Fig. 1: signal wires on met1
Supply wires on this layer in gray.
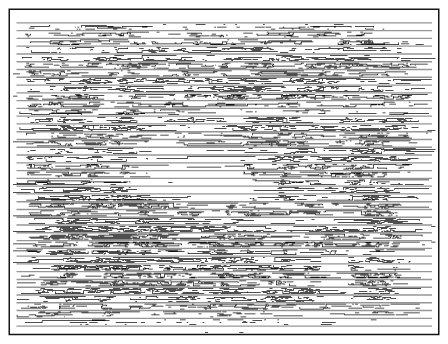
Fig. 2: M2 wires
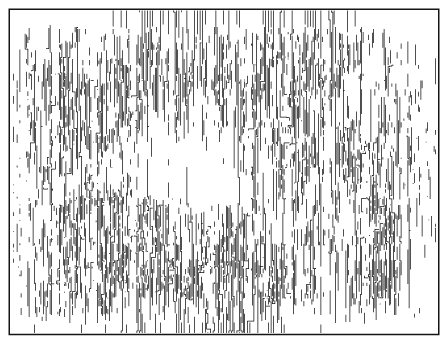
<file path="src/rtl/rhd_sched_pkg.sv">
// Shared constants and state encoding for the RHD2000 frame scheduler.
package rhd_sched_pkg;
   localparam int NUM_SLOTS      = 35;
   localparam int AUX_FIRST_SLOT = 32;
   localparam int NUM_AUX        = 3;

   typedef enum logic {ST_IDLE, ST_RUN} state_t;

   function automatic logic is_aux_slot(input logic [5:0] ch);
      return ch >= 6'(AUX_FIRST_SLOT);
   endfunction
endpackage

</file>
<file path="src/rtl/aux_index_counter.sv">
// One auxiliary command-list pointer with shadowed end/loop bounds.
module aux_index_counter #(
   parameter int ADDR_W = 10
) (
   input  logic              dataclk,
   input  logic              rst_n,
   input  logic              clear,
   input  logic              load,
   input  logic              step,
   input  logic [ADDR_W-1:0] end_in,
   input  logic [ADDR_W-1:0] loop_in,
   output logic [ADDR_W-1:0] addr
);
   logic [ADDR_W-1:0] end_sh, loop_sh;

   // step uses the bounds captured at the previous sample boundary
   always_ff @(posedge dataclk or negedge rst_n) begin
      if (!rst_n) begin
         end_sh  <= '0;
         loop_sh <= '0;
         addr    <= '0;
      end else begin
         if (load) begin
            end_sh  <= end_in;
            loop_sh <= loop_in;
         end
         if (clear)     addr <= '0;
         else if (step) addr <= (addr >= end_sh) ? loop_sh : addr + 1'b1;
      end
   end
endmodule

</file>
<file path="src/rtl/rhd_frame_scheduler.sv">
// Per-sample SPI frame sequencer: slot index, aux list pointers, settle latch, sample count.
module rhd_frame_scheduler
   import rhd_sched_pkg::*;
#(
   parameter int FRAME_CYCLES = 80,
   parameter int ADDR_W       = 10
) (
   input  logic                    dataclk,
   input  logic                    rst_n,
   input  logic                    run,
   input  logic [31:0]             num_samples,
   input  logic                    dsp_settle_in,
   input  logic [3*ADDR_W-1:0]     aux_end,
   input  logic [3*ADDR_W-1:0]     aux_loop,
   output logic [5:0]              channel,
   output logic                    frame_start,
   output logic                    sample_start,
   output logic [3*ADDR_W-1:0]     aux_addr,
   output logic                    dsp_settle,
   output logic [31:0]             timestep,
   output logic                    running,
   output logic                    done
);
   state_t     state;
   logic [7:0] counter;
   logic       frame_end, last_slot, wrap, finish;
   logic       aux_clear, aux_load;
   logic [NUM_AUX-1:0][ADDR_W-1:0] aux_addr_v;

   assign frame_end = (counter == 8'(FRAME_CYCLES-1));
   assign last_slot = (channel == 6'(NUM_SLOTS-1));
   assign wrap      = (state == ST_RUN) && frame_end && last_slot;
   assign finish    = (num_samples != 32'd0) && ((timestep + 32'd1) == num_samples);
   assign aux_clear = (state == ST_IDLE) && run;
   assign aux_load  = aux_clear || wrap;
   assign aux_addr  = aux_addr_v;

   for (genvar i = 0; i < NUM_AUX; i++) begin : g_aux
      aux_index_counter #(.ADDR_W(ADDR_W)) u_aux (
         .dataclk (dataclk),
         .rst_n   (rst_n),
         .clear   (aux_clear),
         .load    (aux_load),
         .step    (wrap),
         .end_in  (aux_end[i*ADDR_W +: ADDR_W]),
         .loop_in (aux_loop[i*ADDR_W +: ADDR_W]),
         .addr    (aux_addr_v[i])
      );
   end

   // Strobes are registered one cycle early so they line up with counter==0.
   always_ff @(posedge dataclk or negedge rst_n) begin
      if (!rst_n) begin
         state        <= ST_IDLE;
         counter      <= '0;
         channel      <= '0;
         frame_start  <= 1'b0;
         sample_start <= 1'b0;
         dsp_settle   <= 1'b0;
         timestep     <= '0;
         running      <= 1'b0;
         done         <= 1'b0;
      end else begin
         done <= 1'b0;
         case (state)
            ST_IDLE: begin
               channel      <= '0;
               frame_start  <= 1'b0;
               sample_start <= 1'b0;
               running      <= 1'b0;
               if (run) begin
                  state        <= ST_RUN;
                  counter      <= '0;
                  timestep     <= '0;
                  dsp_settle   <= dsp_settle_in;
                  frame_start  <= 1'b1;
                  sample_start <= 1'b1;
                  running      <= 1'b1;
               end
            end
            ST_RUN: begin
               if (!frame_end) begin
                  counter      <= counter + 8'd1;
                  frame_start  <= 1'b0;
                  sample_start <= 1'b0;
               end else if (!last_slot) begin
                  counter      <= '0;
                  channel      <= channel + 6'd1;
                  frame_start  <= 1'b1;
                  sample_start <= 1'b0;
               end else begin
                  counter    <= '0;
                  channel    <= '0;
                  timestep   <= timestep + 32'd1;
                  dsp_settle <= dsp_settle_in;
                  if (finish || !run) begin
                     state        <= ST_IDLE;
                     done         <= finish;
                     running      <= 1'b0;
                     frame_start  <= 1'b0;
                     sample_start <= 1'b0;
                  end else begin
                     frame_start  <= 1'b1;
                     sample_start <= 1'b1;
                  end
               end
            end
            default: state <= ST_IDLE;
         endcase
      end
   end
endmodule

</file>
<file path="config.mk">
export PLATFORM = sky130hd
export DESIGN_NAME = rhd_frame_scheduler
export DESIGN_NICKNAME = d
export VERILOG_FILES = /design/src/rtl/rhd_sched_pkg.sv /design/src/rtl/aux_index_counter.sv /design/src/rtl/rhd_frame_scheduler.sv
export SDC_FILE = /design/constraint.sdc
export NUM_CORES = 1
export LEC_CHECK = 0
export CAP_MARGIN = 25
export CORE_ASPECT_RATIO = 0.75
export CORE_MARGIN = 2
export CORE_UTILIZATION = 53
export CTS_CLUSTER_SIZE = 24
export DETAILED_ROUTE_END_ITERATION = 6
export PLACE_DENSITY_LB_ADDON = 0.3
export SLEW_MARGIN = 20
export SYNTH_ARGS = -nofsm -noshare
export SYNTH_HDL_FRONTEND = slang
export SYNTH_SLANG_ARGS = --single-unit
export TNS_END_PERCENT = 30
</file>
<file path="constraint.sdc">
create_clock -name dataclk -period 3.5 [get_ports dataclk]
set_clock_uncertainty 0.1 [all_clocks]
set_input_delay 0.7 -clock dataclk [delete_from_list [all_inputs] [get_ports dataclk]]
set_output_delay 0.7 -clock dataclk [all_outputs]
set_load 0.005 [all_outputs]
</file>
==> GITHUB_STEP_SUMMARY <==
## PnR job results

| Metric | Value |
|---|---|
| CTS buffer count | 17 |
| Tmin final | 3.276 ns |
| Area growth from synthesis to layout | 30.86% |
| Multiplexer share | 2.031% |
| Worst Hold Class | primary input to asynchronous set/reset pin |
| Yosys Warn Count | 0 |
| Yosys top cell by instances | nand2_1 |
| Syn Inst Count | 990 |
| Synth async-reset ratio | 100.0% |
| Max FFs per register | 32 |
| Status | completed |
| Reg-to-Reg Start | timestep[5] |
| CTS tree | built |
| Design area | 11,050 sq um |
| Final cell count without fillers | 1,364 |
| Mean post-synth cell area | 8.527 sq um |
| Worst Path Max Fanout | 11 |
| Cell area after synthesis | 8442 sq um |
| Synth Area in XOR/XNOR | 4.758% |
| Clk latency late pin | 0.42 ns |
| First-pass GRT wire length | 39,080 microns |
| Rel. slew slack | 43.17% |
| IO Port Bufs | 168 |
| Pin count of the biggest net entering global routing | 68 |
| Antenna violations before repair | 0 |
| Core footprint | 15,420 sq um |
| Crit start category | flop |
| Internal | 3.722 mW |
| CTS root buf | clkbuf_16 |
| Synth flops | 142 |
| Max frequency | 305.3 MHz |
| # DRC | 0 |
| Top cell area share | 42.09% |
| Hold WS | 0.1084 ns |
| Post-CTS setup buffer count | 0 |
| Setup ws final | 0.2244 ns |
| Crit path capture | frame_start |
| Critical path class | flop to flop |
| I/O Pins | 169 |
| Vias | 7,997 |
| Final setup vio count | 0 |
| RR Endpoint | frame_start |
| Via/cell ratio | 5.863 |
| Total grt overflow | 0 |
| Hold buffer count at cts | 0 |
| Logic pwr share | 21.2% |
## Picture notes: Fig. 1
wire length on this layer = 10,800 microns
nets with wire on the layer = 1,151
longest straight run = 24.8 microns

## Picture notes: Fig. 2
longest straight run = 39.6 microns
nets with wire on the layer = 1,060

==> layer usage <==
metal / global-route usage [%] / routed length (microns) / up-vias
li1: - / - / 3808
met4: 8.868 / 419 / 0
met2: 43.46 / 10780 / 339
met5: 0 / 0 / -
met3: 6.411 / 1843 / 43
met1: 41.58 / 10790 / 3807
==> layout make-up <==
| type | count | area (sq um) |
|---|---|---|
| multi-input combinational | 750 | 4526 |
| inverter | 45 | 168.9 |
| sequential | 142 | 3553 |
| tap | 205 | 256.5 |
| timing repair buffer | 190 | 1889 |
| fill | 1193 | 4373 |
| clock buffer | 19 | 442.9 |
| clock inverter | 13 | 210.2 |
==> power by group through the flow <==
stage               sequential [mW]  clock [mW]  combinational [mW]
floorplan                      2.03           0               0.659
global placement               2.11           0                1.04
detailed placement             2.12           0                1.09
CTS                            2.09        2.05                1.10
global route                   2.13        2.13                1.23
finish                         2.10        2.03                1.11
==> placed cells by master (no fill, tap or decap), drive strengths merged, types with 7 or more instances in the layout <==
cell	instances
nand3	39
xnor2	34
o2bb2ai	8
nor2	44
clkdlybuf4s50	167
xor2	11
o21a	8
o22ai	11
nor2b	14
ha	37
o21ai	124
clkbuf	19
nor4	17
mux2i	16
and3	27
inv	48
buf	23
nand4	15
nor3b	8
dfrtp	142
o31ai	12
a21oi	48
nand2	178
and2	7
nor3	30
==> through the flow <==
stage               utilization [%]  power [mW]
floorplan                         -       2.693
global placement              67.28       3.149
detailed placement            67.33       3.208
CTS                           71.57       5.241
global route                  71.64       5.490
finish                        71.64       5.236
==> worst max-delay path, stage by stage (launching register included) <==
cell	delay, ns
dfrtp_1	0.54
nand4_2	0.24
nor3_2	0.68
and3_1	0.33
and3_1	0.22
o2111ai_1	0.11
nor3_1	0.37
nand3_2	0.18
a311o_1	0.38
Power is estimated from default activity; no workload was simulated.
